m1.png
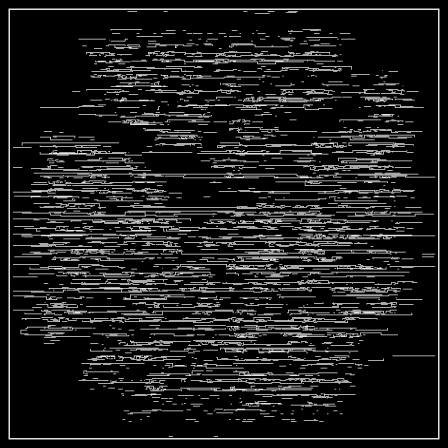
m2.png
Bar = 50 µm.
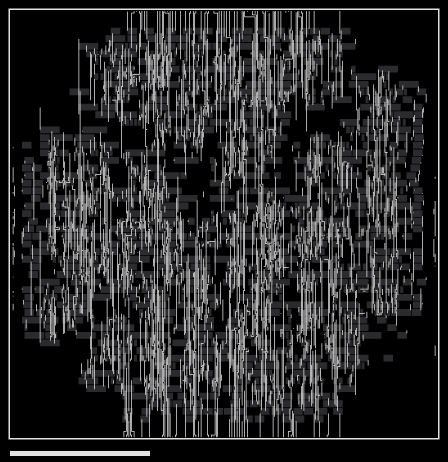
m3.png
Bar = 50 µm.
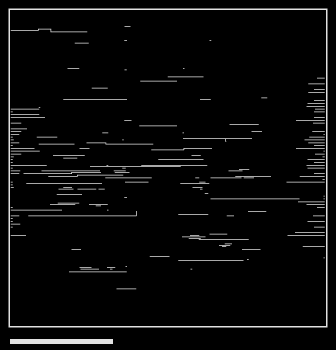
m4.png
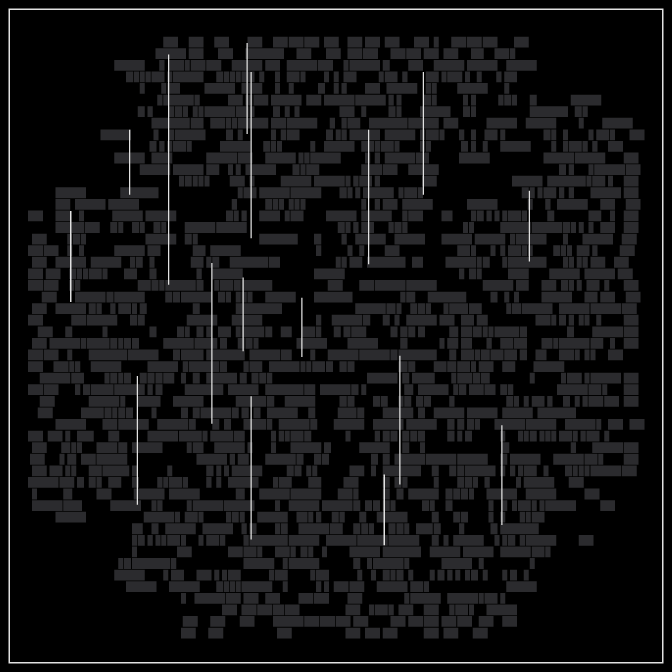
===== config.mk =====
export PLATFORM = sky130hd
export DESIGN_NAME = decode_imm_stage
export DESIGN_NICKNAME = d
export VERILOG_FILES = /design/src/rtl/decode_imm_stage_pkg.sv /design/src/rtl/decode_imm_stage_imm_decode.sv /design/src/rtl/decode_imm_stage.sv
export SDC_FILE = /design/constraint.sdc
export NUM_CORES = 1
export LEC_CHECK = 0
export CAP_MARGIN = 10
export CORE_MARGIN = 4
export CORE_UTILIZATION = 40
export DETAILED_ROUTE_END_ITERATION = 6
export PLACE_DENSITY = 0.68
export SLEW_MARGIN = 20
export SYNTH_ARGS = -nofsm -noshare
export SYNTH_HDL_FRONTEND = slang
export SYNTH_SLANG_ARGS = --single-unit

===== constraint.sdc =====
create_clock -name clk_i -period 3.3 [get_ports clk_i]
set_input_delay 0.495 -clock clk_i [delete_from_list [all_inputs] [get_ports clk_i]]
set_output_delay 0.495 -clock clk_i [all_outputs]
set_load 0.02 [all_outputs]

===== src/rtl/decode_imm_stage_pkg.sv =====
// Shared RISC-V instruction layout, opcode/funct3 constants and immediate
// format encoding for the decode-immediate stage.
package decode_imm_stage_pkg;

    typedef struct packed {
        logic [6:0] funct7;
        logic [4:0] rs2;
        logic [4:0] rs1;
        logic [2:0] funct3;
        logic [4:0] rd;
        logic [6:0] opcode;
    } instruction_t;

    localparam logic [6:0] OPCODE_LOAD      = 7'h03;
    localparam logic [6:0] OPCODE_MISC_MEM  = 7'h0F;
    localparam logic [6:0] OPCODE_OP_IMM    = 7'h13;
    localparam logic [6:0] OPCODE_AUIPC     = 7'h17;
    localparam logic [6:0] OPCODE_OP_IMM_32 = 7'h1B;
    localparam logic [6:0] OPCODE_STORE     = 7'h23;
    localparam logic [6:0] OPCODE_OP        = 7'h33;
    localparam logic [6:0] OPCODE_LUI       = 7'h37;
    localparam logic [6:0] OPCODE_OP_32     = 7'h3B;
    localparam logic [6:0] OPCODE_BRANCH    = 7'h63;
    localparam logic [6:0] OPCODE_JALR      = 7'h67;
    localparam logic [6:0] OPCODE_JAL       = 7'h6F;
    localparam logic [6:0] OPCODE_SYSTEM    = 7'h73;

    localparam logic [2:0] FUNCT3_SYSTEM_PRIV   = 3'b000;
    localparam logic [2:0] FUNCT3_SYSTEM_CSRRW  = 3'b001;
    localparam logic [2:0] FUNCT3_SYSTEM_CSRRS  = 3'b010;
    localparam logic [2:0] FUNCT3_SYSTEM_CSRRC  = 3'b011;
    localparam logic [2:0] FUNCT3_SYSTEM_CSRRWI = 3'b101;
    localparam logic [2:0] FUNCT3_SYSTEM_CSRRSI = 3'b110;
    localparam logic [2:0] FUNCT3_SYSTEM_CSRRCI = 3'b111;

    typedef enum logic [2:0] {
        IMM_NONE  = 3'd0,
        IMM_I     = 3'd1,
        IMM_S     = 3'd2,
        IMM_B     = 3'd3,
        IMM_U     = 3'd4,
        IMM_J     = 3'd5,
        IMM_CSRUI = 3'd6
    } imm_fmt_t;

endpackage


===== src/rtl/decode_imm_stage_imm_decode.sv =====
// Purely combinational immediate extraction: format classification, the
// 32-bit immediate, and sign extension to the datapath width.
module imm_decode
    import decode_imm_stage_pkg::*;
#(
    parameter int XLEN = 32
) (
    input  instruction_t      instr_i,
    output logic [XLEN-1:0]   imm_o,
    output imm_fmt_t          fmt_o,
    output logic              illegal_o
);

    logic [31:0] raw_s;
    logic [31:0] imm32_s;

    assign raw_s = instr_i;

    // Classify the opcode and assemble the immediate in 32-bit form.
    always_comb begin
        imm32_s   = 32'd0;
        fmt_o     = IMM_NONE;
        illegal_o = 1'b0;
        if (raw_s[1:0] != 2'b11) begin
            illegal_o = 1'b1;
        end else begin
            case (instr_i.opcode)
                OPCODE_LUI, OPCODE_AUIPC: begin
                    fmt_o   = IMM_U;
                    imm32_s = {raw_s[31:12], 12'd0};
                end
                OPCODE_JAL: begin
                    fmt_o   = IMM_J;
                    imm32_s = {{11{raw_s[31]}}, raw_s[31], raw_s[19:12],
                               raw_s[20], raw_s[30:21], 1'b0};
                end
                OPCODE_JALR, OPCODE_LOAD, OPCODE_OP_IMM, OPCODE_OP_IMM_32: begin
                    fmt_o   = IMM_I;
                    imm32_s = {{20{raw_s[31]}}, raw_s[31:20]};
                end
                OPCODE_BRANCH: begin
                    fmt_o   = IMM_B;
                    imm32_s = {{19{raw_s[31]}}, raw_s[31], raw_s[7],
                               raw_s[30:25], raw_s[11:8], 1'b0};
                end
                OPCODE_STORE: begin
                    fmt_o   = IMM_S;
                    imm32_s = {{20{raw_s[31]}}, raw_s[31:25], raw_s[11:7]};
                end
                OPCODE_SYSTEM: begin
                    case (instr_i.funct3)
                        FUNCT3_SYSTEM_CSRRWI, FUNCT3_SYSTEM_CSRRSI,
                        FUNCT3_SYSTEM_CSRRCI: begin
                            fmt_o   = IMM_CSRUI;
                            imm32_s = {27'd0, instr_i.rs1};
                        end
                        default: begin
                            fmt_o   = IMM_NONE;
                            imm32_s = 32'd0;
                        end
                    endcase
                end
                OPCODE_OP, OPCODE_OP_32, OPCODE_MISC_MEM: begin
                    fmt_o   = IMM_NONE;
                    imm32_s = 32'd0;
                end
                default: begin
                    illegal_o = 1'b1;
                end
            endcase
        end
    end

    // CSRUI is already zero-padded in bit 31, so one sign extension serves all formats.
    if (XLEN > 32) begin : g_ext
        assign imm_o = {{(XLEN-32){imm32_s[31]}}, imm32_s};
    end else begin : g_noext
        assign imm_o = imm32_s[XLEN-1:0];
    end

endmodule


===== src/rtl/decode_imm_stage.sv =====
// Decode-immediate pipeline stage: decodes on the input side and registers the
// result behind a valid/ready handshake with an optional two-entry skid buffer.
module decode_imm_stage
    import decode_imm_stage_pkg::*;
#(
    parameter int XLEN    = 32,
    parameter int SKID_EN = 1
) (
    input  logic              clk_i,
    input  logic              rst_ni,
    input  logic              in_valid_i,
    output logic              in_ready_o,
    input  instruction_t      instr_i,
    input  logic [XLEN-1:0]   pc_i,
    output logic              out_valid_o,
    input  logic              out_ready_i,
    output logic [31:0]       out_instr_o,
    output logic [XLEN-1:0]   out_pc_o,
    output logic [XLEN-1:0]   imm_o,
    output imm_fmt_t          imm_fmt_o,
    output logic              imm_illegal_o
);

    localparam logic [1:0] ST_EMPTY = 2'd0;
    localparam logic [1:0] ST_ONE   = 2'd1;
    localparam logic [1:0] ST_TWO   = 2'd2;

    logic [1:0]       state_q, state_d;
    logic             out_valid_q, out_valid_d;
    logic             in_ready_q, in_ready_d;
    instruction_t     out_instr_q, out_instr_d;
    logic [XLEN-1:0]  out_pc_q, out_pc_d;
    logic [XLEN-1:0]  out_imm_q, out_imm_d;
    imm_fmt_t         out_fmt_q, out_fmt_d;
    logic             out_ill_q, out_ill_d;
    instruction_t     skid_instr_q, skid_instr_d;
    logic [XLEN-1:0]  skid_pc_q, skid_pc_d;
    logic [XLEN-1:0]  skid_imm_q, skid_imm_d;
    imm_fmt_t         skid_fmt_q, skid_fmt_d;
    logic             skid_ill_q, skid_ill_d;

    logic [XLEN-1:0]  dec_imm_s;
    imm_fmt_t         dec_fmt_s;
    logic             dec_ill_s;
    logic             in_xfer_s, out_xfer_s;
    logic             load_out_in_s, load_out_skid_s, load_skid_s;

    imm_decode #(.XLEN(XLEN)) u_imm_decode (
        .instr_i   (instr_i),
        .imm_o     (dec_imm_s),
        .fmt_o     (dec_fmt_s),
        .illegal_o (dec_ill_s)
    );

    // Without the skid entry, ready must see the downstream ready in the same cycle.
    assign in_ready_o = (SKID_EN != 0) ? in_ready_q : (!out_valid_q || out_ready_i);
    assign in_xfer_s  = in_valid_i && in_ready_o;
    assign out_xfer_s = out_valid_q && out_ready_i;

    // Occupancy FSM: decides which register loads from where each cycle.
    always_comb begin
        state_d         = state_q;
        out_valid_d     = out_valid_q;
        load_out_in_s   = 1'b0;
        load_out_skid_s = 1'b0;
        load_skid_s     = 1'b0;
        case (state_q)
            ST_EMPTY: begin
                if (in_xfer_s) begin
                    state_d       = ST_ONE;
                    out_valid_d   = 1'b1;
                    load_out_in_s = 1'b1;
                end else begin
                    state_d = ST_EMPTY;
                end
            end
            ST_ONE: begin
                if (in_xfer_s && out_xfer_s) begin
                    load_out_in_s = 1'b1;
                end else if (in_xfer_s) begin
                    if (SKID_EN != 0) begin
                        state_d     = ST_TWO;
                        load_skid_s = 1'b1;
                    end else begin
                        load_out_in_s = 1'b1;
                    end
                end else if (out_xfer_s) begin
                    state_d     = ST_EMPTY;
                    out_valid_d = 1'b0;
                end else begin
                    state_d = ST_ONE;
                end
            end
            ST_TWO: begin
                if (out_xfer_s) begin
                    state_d         = ST_ONE;
                    load_out_skid_s = 1'b1;
                end else begin
                    state_d = ST_TWO;
                end
            end
            default: begin
                state_d     = ST_EMPTY;
                out_valid_d = 1'b0;
            end
        endcase
        in_ready_d = (state_d != ST_TWO);
    end

    // Payload next-state for the output and skid registers.
    always_comb begin
        out_instr_d  = out_instr_q;
        out_pc_d     = out_pc_q;
        out_imm_d    = out_imm_q;
        out_fmt_d    = out_fmt_q;
        out_ill_d    = out_ill_q;
        skid_instr_d = skid_instr_q;
        skid_pc_d    = skid_pc_q;
        skid_imm_d   = skid_imm_q;
        skid_fmt_d   = skid_fmt_q;
        skid_ill_d   = skid_ill_q;
        if (load_out_in_s) begin
            out_instr_d = instr_i;
            out_pc_d    = pc_i;
            out_imm_d   = dec_imm_s;
            out_fmt_d   = dec_fmt_s;
            out_ill_d   = dec_ill_s;
        end else if (load_out_skid_s) begin
            out_instr_d = skid_instr_q;
            out_pc_d    = skid_pc_q;
            out_imm_d   = skid_imm_q;
            out_fmt_d   = skid_fmt_q;
            out_ill_d   = skid_ill_q;
        end else begin
            out_instr_d = out_instr_q;
        end
        if (load_skid_s) begin
            skid_instr_d = instr_i;
            skid_pc_d    = pc_i;
            skid_imm_d   = dec_imm_s;
            skid_fmt_d   = dec_fmt_s;
            skid_ill_d   = dec_ill_s;
        end else begin
            skid_instr_d = skid_instr_q;
        end
    end

    // State and payload registers with synchronous active-low reset.
    always_ff @(posedge clk_i) begin
        if (!rst_ni) begin
            state_q      <= ST_EMPTY;
            out_valid_q  <= 1'b0;
            in_ready_q   <= 1'b1;
            out_instr_q  <= 32'd0;
            out_pc_q     <= {XLEN{1'b0}};
            out_imm_q    <= {XLEN{1'b0}};
            out_fmt_q    <= IMM_NONE;
            out_ill_q    <= 1'b0;
            skid_instr_q <= 32'd0;
            skid_pc_q    <= {XLEN{1'b0}};
            skid_imm_q   <= {XLEN{1'b0}};
            skid_fmt_q   <= IMM_NONE;
            skid_ill_q   <= 1'b0;
        end else begin
            state_q      <= state_d;
            out_valid_q  <= out_valid_d;
            in_ready_q   <= in_ready_d;
            out_instr_q  <= out_instr_d;
            out_pc_q     <= out_pc_d;
            out_imm_q    <= out_imm_d;
            out_fmt_q    <= out_fmt_d;
            out_ill_q    <= out_ill_d;
            skid_instr_q <= skid_instr_d;
            skid_pc_q    <= skid_pc_d;
            skid_imm_q   <= skid_imm_d;
            skid_fmt_q   <= skid_fmt_d;
            skid_ill_q   <= skid_ill_d;
        end
    end

    assign out_valid_o   = out_valid_q;
    assign out_instr_o   = out_instr_q;
    assign out_pc_o      = out_pc_q;
    assign imm_o         = out_imm_q;
    assign imm_fmt_o     = out_fmt_q;
    assign imm_illegal_o = out_ill_q;

endmodule

==> run summary <==
The following summarizes the physical implementation.

GRT
The first global-routing pass estimated 39.8 mm of wire.

Status
The flow ran to the end, and the final reports show no timing, DRC or antenna violations.

Setup path
The endpoint kind of the worst setup timing path is a flip-flop. The data arrival at the endpoint of the critical path is 2.72 ns. The nature of the critical path startpoint is an input pin. The number of stages on the worst setup path is 6.

Power
Per the breakdown, switching nets consume 29.8% of all power. The power density normalized to cell area is 618 nW/µm². The power in the clock group is 0.00244 W. The total power after layout is 0.00678 W.

Detailed routing
The average via count per standard cell is 5.40.

Synth
The share of flip-flops with an asynchronous set or reset is 0%. The yosys warning tally is 0. The synthesized netlist occupies a cell area of 8420 µm².

The tally of unique sky130hd cells used after synthesis is 52. Once synthesis finished, the tally of register bits stood at 204. The Yosys chip area is 8420 µm².

Layout
The clock network takes up 6.57% of total cell area after layout. The fraction of cell area in sequential cells is reported as 37.3%. The multi-input gate share of the layout cell area is 35.2%.

The layout stage reports a final design area of 11000 µm². The finished layout holds 1458 standard cells, fillers aside. The non-clock inverter count in the final layout is 5.

In the layout the commonest cells are 321 x sky130_fd_sc_hd__nand2_1, 204 x sky130_fd_sc_hd__dfxtp_1, 169 x sky130_fd_sc_hd__clkdlybuf4s50_1. The final layout report lists a filler cell count of 1932. The fraction of final layout cells with drive strength greater than 1 is 7.24%.

Die
The horizontal die dimension reported for this design is 153 µm. During I/O placement, the number of pins put on the boundary was 170.

STA
Setup repair after global routing left no endpoint under its margin. The final tally of max-slew violations is 0. The most critical hold endpoint after final layout shows a slack of 0.453 ns. The hold violation total from the final report is 0.

CTS
The number of CTS-inserted buffers is 23.

Flow run
The OpenROAD warning count is 26.

Worst hold path
Note that the worst hold path type here is flip-flop to flip-flop.

Placement
The total placed instance area is 10200 µm². The buffer_ports step reported a buffer count of 169.
## Picture notes: m1.png
- share of all routed wire: 45%
- longest straight run: 68.5 µm
- nets with wire on the layer: 1128
- wire length on this layer: 11000 µm

## Picture notes: m2.png
- wire length on this layer: 11700 µm
- main direction: vertical
- nets with wire on the layer: 981

## Picture notes: m3.png
- wire length on this layer: 1510 µm
- longest straight run: 52.2 µm
- share of all routed wire: 6.1%
- main direction: horizontal
- nets with wire on the layer: 129
met3 Use GR: 3.79%
overall via count from detail_route: 7868
Routed Wire Length: 24.7 mm

## Picture notes: m4.png
- share of all routed wire: 1.7%
- longest straight run: 53.7 µm
- nets with wire on the layer: 9

-- routing by layer --
metal | GRT usage [%] | up-vias | part of all wire, %
li1 | - | 3888 | -
met2 | 33.1 | 245 | 47
met1 | 27.9 | 3699 | 45
met5 | 0 | - | 0
met4 | 4.33 | 0 | 1.7
met3 | 3.79 | 36 | 6.1
-- logic make-up (layout without fill, tap and decap cells) --
| logic type | after synthesis | after routing | synth area share, % |
|---|---|---|---|
| muxes | 2 | 2 | 0.238 |
| buffers and inverters | 97 | 235 | 5.92 |
| and+or+nand+nor | 461 | 461 | 22.3 |
| DFF | 204 | 204 | 48.5 |
| AOI/OAI and AO/OA | 286 | 286 | 23.0 |
Power is estimated from default activity; no workload was simulated.
